==> config.mk <==
export PLATFORM = sky130hd
export DESIGN_NAME = rggen_bit_field_rwcs_ext_flat
export DESIGN_NICKNAME = d
export VERILOG_FILES = /design/src/rtl/rggen_rtl_pkg.sv /design/src/rtl/rggen_bit_field_if.sv /design/src/rtl/rggen_bit_field_sw_action.sv /design/src/rtl/rggen_bit_field_rwcs_ext.sv /design/src/flat_wrapper.sv
export SDC_FILE = /design/constraint.sdc
export NUM_CORES = 1
export LEC_CHECK = 0
export ABC_AREA = 1
export CELL_PAD_IN_SITES_DETAIL_PLACEMENT = 2
export CELL_PAD_IN_SITES_GLOBAL_PLACEMENT = 2
export CORE_AREA = 2 2 39 41
export CTS_CLUSTER_SIZE = 16
export DETAILED_ROUTE_END_ITERATION = 10
export DIE_AREA = 0 0 41 43
export DONT_BUFFER_PORTS = 1
export GPL_ROUTABILITY_DRIVEN = 0
export HOLD_SLACK_MARGIN = 0.1
export PLACE_DENSITY_LB_ADDON = 0.1
export SYNTH_ARGS = -nofsm -noshare
export SYNTH_HDL_FRONTEND = slang
export SYNTH_HIERARCHICAL = 1
export SYNTH_SLANG_ARGS = --single-unit
==> constraint.sdc <==
create_clock -name i_clk -period 1 [get_ports i_clk]
set_clock_uncertainty 0.05 [all_clocks]
set_input_delay 0.2 -clock i_clk [delete_from_list [all_inputs] [get_ports i_clk]]
set_output_delay 0.2 -clock i_clk [all_outputs]
set_load 0.02 [all_outputs]
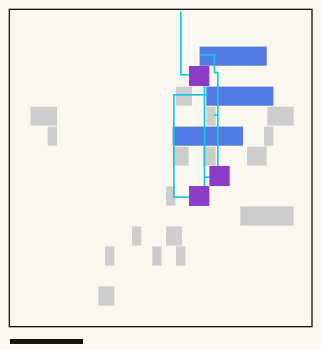
Fig. 1. Routed clock nets over the placement (run 1).
Scale bar: 10 µm.
- clock-net drivers: purple (count 3)
- clock wires: cyan (length 69.2 µm)
- flip-flops: blue (count 3)
- routed clock nets: 4
clock network power share: 50.6%
Late-Pin Clk Latency: 0.23 ns
clock network power: 0.213 mW

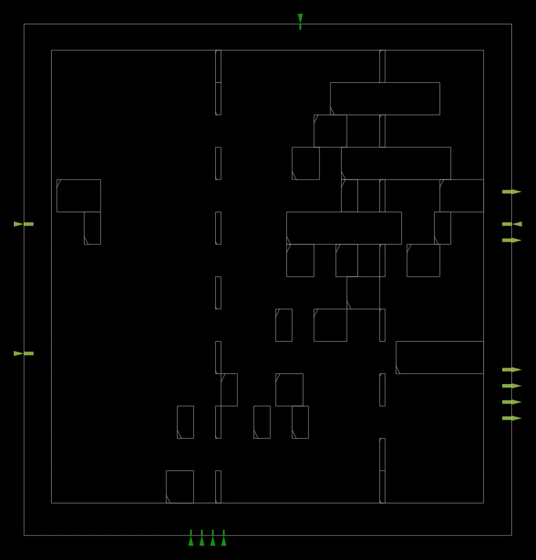
Fig. 2. Cell placement (run 1).
Final Non-Filler Cells: 39
number of well taps: 16
register share of the cell area: 33.7%
Core ar.: 1380 µm²
number of fill cells: 164

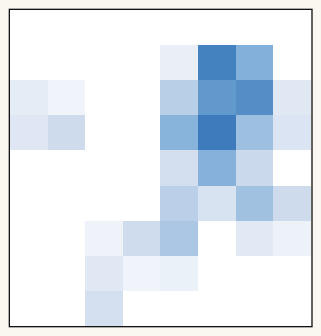
Fig. 3. Placement density heat map (run 1).
8 x 9 tiles, from white (low) to dark blue (high), 0 to 100% covered.
- nearly empty tiles: 57%
- densest ninth of the die: middle right
- fullest tile: 70%
- mean over tiles: 12%
- emptiest ninth of the die: upper left
fp util: 11.1%
post-layout util: 16.4%

==> impl_metrics.yaml, run 1 <==
# generated from flow reports
setup_path:
  worstSetupPathType: "reg2out"
  critPathLaunchType: "flip-flop"
  critical_path_cell_count: 1
  reg2reg_depth: 6
  path_max_fanout: 4
  path_cells: "buf_12"
  crit_buf_inv: 1
  cp_top_family: "flip-flops"
  cp_slowest_cell: "dfrtp_2"
  worstSetupEndpointType: "output port"
grt:
  grt_max_degree: 5
  grt.overflow.total: 0
  grt_usage_pct: 5.82
  grt_pass1_vias: 171
pwr:
  finalPower_mw: 0.421
  swShare_pct: 26.8
  p_sw_mw: 0.113
  p_leak_nw: 0.121
sta:
  finalCriticalPeriod_ns: 1.06
  rsz0062_at_grt: "true"
  slew_viol_final: 0
  finalCritPeriodShare_pct: 106
  final-hold-violation-count: 0
  setup_viol: 4
  setup_ws_ns: -0.0563
route:
  dr_total_vias: 120
  routed.top_layer: "met3"
  viasPerCell: 3.08
  drt_wl_total_um: 342
  m1WireLength_um: 118
  first_pass_iters: 2
  dr_wl_met2_um: 187
outcome:
  violations: "negative setup slack"
  outcome: "complete, but fails checks"
floorplan:
  ios: 14
  die_width_um: 41
  die_h_um: 43
layout:
  drive_gt1_share_pct: 39.1
clocking:
  cts_tree: "yes"
  cts.sinks: 3
  cts_made_buffers: 3
  root_buffer: "clkbuf_4"
placed_design:
  hpwlAfterDp_um: 271
  placed_area_um2: 159
  portBuffers: 0
synthesis:
  ys_warn_count: 6
  synth_nets: 26
min_path:
  hold_path_class: "in2reg"
## run 1: repair_timing
action	4_1_cts	5_1_grt
hold buffers	2	0
endpoints found under the hold margin	4	0
gates resized	4	0
setup buffers	1	0
setup endpoints to repair	4	6
## run 1: power by group through the flow
stage / registers (mW) / clock network (mW) / logic, mW
floorplan: 0.149 / 0 / 0.0428
global placement: 0.145 / 0 / 0.0462
detailed placement: 0.146 / 0 / 0.0451
CTS: 0.145 / 0.224 / 0.0650
global route: 0.145 / 0.241 / 0.0714
finish: 0.144 / 0.213 / 0.0641
## run 1: metal layers
layer,vias to the layer above,GRT usage [%]
met3,0,2.62
met5,-,0
li1,57,-
met1,57,5.13
met2,6,8.75
met4,0,6.00
## run 1: stage by stage
step                cells  setup TNS, ns
global placement       32              0
floorplan              18              0
global route           39         -0.329
CTS                    39         -0.278
finish                 39         -0.225
detailed placement     32              0
## run 1: cell usage in the layout (no fill, tap or decap)
cell	n
clkbuf_4	3
buf_4	1
dlygate4sd3_1	2
dfrtp_2	1
buf_12	1
nand2_1	1
clkbuf_1	1
inv_1	6
nand4_1	1
nor2_2	1
dfrtp_1	2
nand2_2	2
a21oi_1	1
## run 1: area by class of cell
class	count	area, µm²	share of cell area (%)
sequential	3	76.3	33.7
timing repair buffer	4	47.5	21.0
multi-input combinational	6	33.8	14.9
clock buffer	4	26.3	11.6
inverter	6	22.5	9.94
tap	16	20.0	8.84
==> run 2: changes to the inputs <==
--- a/config.mk
+++ b/config.mk
@@ -16,6 +16,7 @@
 export GPL_ROUTABILITY_DRIVEN = 0
 export HOLD_SLACK_MARGIN = 0.1
 export PLACE_DENSITY_LB_ADDON = 0.1
+export SLEW_MARGIN = 10
 export SYNTH_ARGS = -nofsm -noshare
 export SYNTH_HDL_FRONTEND = slang
 export SYNTH_HIERARCHICAL = 1
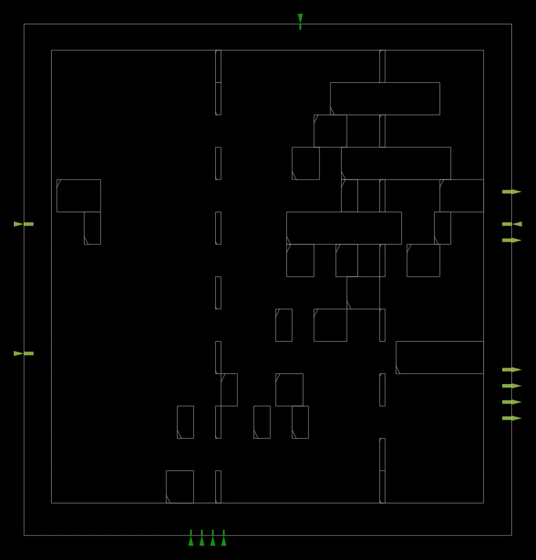
Fig. 4. Cell placement (run 2).
Flops: 3
row cnt: 14

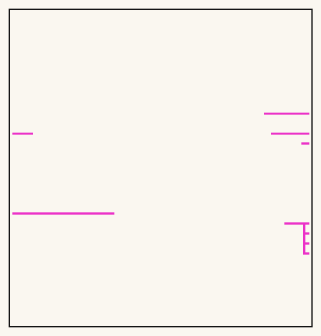
Fig. 5. M3 wires (run 2).
- wire length on this layer: 36.7 µm
- longest straight run: 13.6 µm
- nets with wire on the layer: 6
- main direction: horizontal
final wirelength: 342 µm
via count: 120
met3 usage: 2.62%

==> impl_metrics.yaml, run 2 <==
# generated from flow reports
synthesis:
  syn_avg_cell_area_um2: 8.55
  synth_area_um2: 154
  ys_warn_count: 6
  synth_cells: 18
  synth_nets: 26
floorplan:
  die_h_um: 43
  chipArea_um2: 1760
  fp.coreArea_um2: 1380
  ios: 14
  fp_util_pct: 11.1
  die_width_um: 41
layout:
  num_antenna_cells: 0
  design_area_um2: 226
  nets: 32
  syn_to_final_growth_pct: 47.2
  instances_no_fill: 39
  final_cell_mix: "6 x inv_1, 3 x clkbuf_4, 2 x nand2_2, 2 x dlygate4sd3_1, 2 x dfrtp_1"
  drive_gt1_share_pct: 39.1
  final_common_cell: "inv_1"
clocking:
  htreeDepth: 1
  cts_tree: "yes"
  clk_pin_slew_worst_paths_ns: 0.04
  root_buffer: "clkbuf_4"
  cts.sinks: 3
  clockBufferDepth: 2
  cts_made_buffers: 3
  clock_latency_ns: 0.23
grt:
  grt_max_degree: 5
  grt_usage_pct: 5.82
  grt.overflow.total: 0
  grt_pass1_vias: 171
  antenna_found_initial: 0
  grt_pass1_wl_um: 641
pwr:
  p_leak_nw: 0.121
  p_per_area_nw_per_um2: 1860
  peakVddDrop_v: 0.000158
placed_design:
  numPlacedInstances: 32
  portBuffers: 0
  hpwlAfterDp_um: 271
  placed_area_um2: 159
setup_path:
  arrival_ns: 0.81
  worstSetupPathType: "reg2out"
  path_max_fanout: 4
  path_cells: "buf_12"
  cpPeakStageDelay_ns: 0.41
  cp_slowest_cell: "dfrtp_2"
  cp_top_family: "flip-flops"
  critical_path_cell_count: 1
  reg2reg_depth: 6
  worstSetupEndpointType: "output port"
  crit_buf_inv: 1
  rrSetupSlack_ns: 0.02
  crit_required_ns: 0.75
  critPathLaunchType: "flip-flop"
route:
  final_antenna_net_count: 0
  first_pass_iters: 2
  first_iter_violations: 1
  viasPerCell: 3.08
  drc_errors: 0
  wire_per_inst_um: 8.77
outcome:
  outcome: "complete, but fails checks"
  violations: "negative setup slack"
sta:
  final-hold-violation-count: 0
  slew_headroom_pct: 87.0
  rsz0062_at_grt: "true"
  setup_viol: 4
  max_freq_ghz: 0.947
  setup_ws_ns: -0.0563
  finalCriticalPeriod_ns: 1.06
  slew_viol_final: 0
  tightest_slew_ns: 0.195
  finalCritPeriodShare_pct: 106
flow_run:
  warnings: 28
  drv_cap: 0
min_path:
  hold_path_class: "in2reg"
  hold_depth: 3
-- run 2: routing by layer --
metal / GRT usage (%) / wire, µm
met1: 5.13 / 118
met2: 8.75 / 187
met3: 2.62 / 36
met4: 6.00 / 0
met5: 0 / 0
-- run 2: where the power goes --
group          leakage (nW)  total, mW  internal (mW)  switching [mW]
Sequential           0.0360      0.144          0.131          0.0128
Combinational        0.0704     0.0641         0.0273          0.0368
Clock                0.0150      0.213          0.150          0.0634
-- run 2: what timing repair did --
action | CTS | global route
buffers inserted | 1 | 0
endpoints found under the setup margin | 4 | 6
resized | 4 | 0
hold endpoints to repair | 4 | 0
hold buffers | 2 | 0
pin swaps | 0 | 0
-- run 2: area by class of cell --
cell class,instances,area [µm²]
Tap cell,16,20.0
Timing Repair Buffer,4,47.5
Sequential cell,3,76.3
Inverter,6,22.5
Multi-Input combinational cell,6,33.8
Fill cell,164,1160
Clock buffer,4,26.3
-- run 2: metrics by stage --
step / power [mW] / setup slack, ns / setup TNS, ns / util [%] / hold WS [ns]
floorplan: 0.192 / 0.0445 / 0 / - / -0.0964
global placement: 0.191 / 0.117 / 0 / 11.5 / -0.0841
detailed placement: 0.191 / 0.0768 / 0 / 11.5 / -0.0846
CTS: 0.434 / -0.0694 / -0.278 / 16.4 / 0.105
global route: 0.458 / -0.0771 / -0.329 / 16.4 / 0.108
finish: 0.421 / -0.0563 / -0.225 / 16.4 / 0.106
Power is estimated from default activity; no workload was simulated.
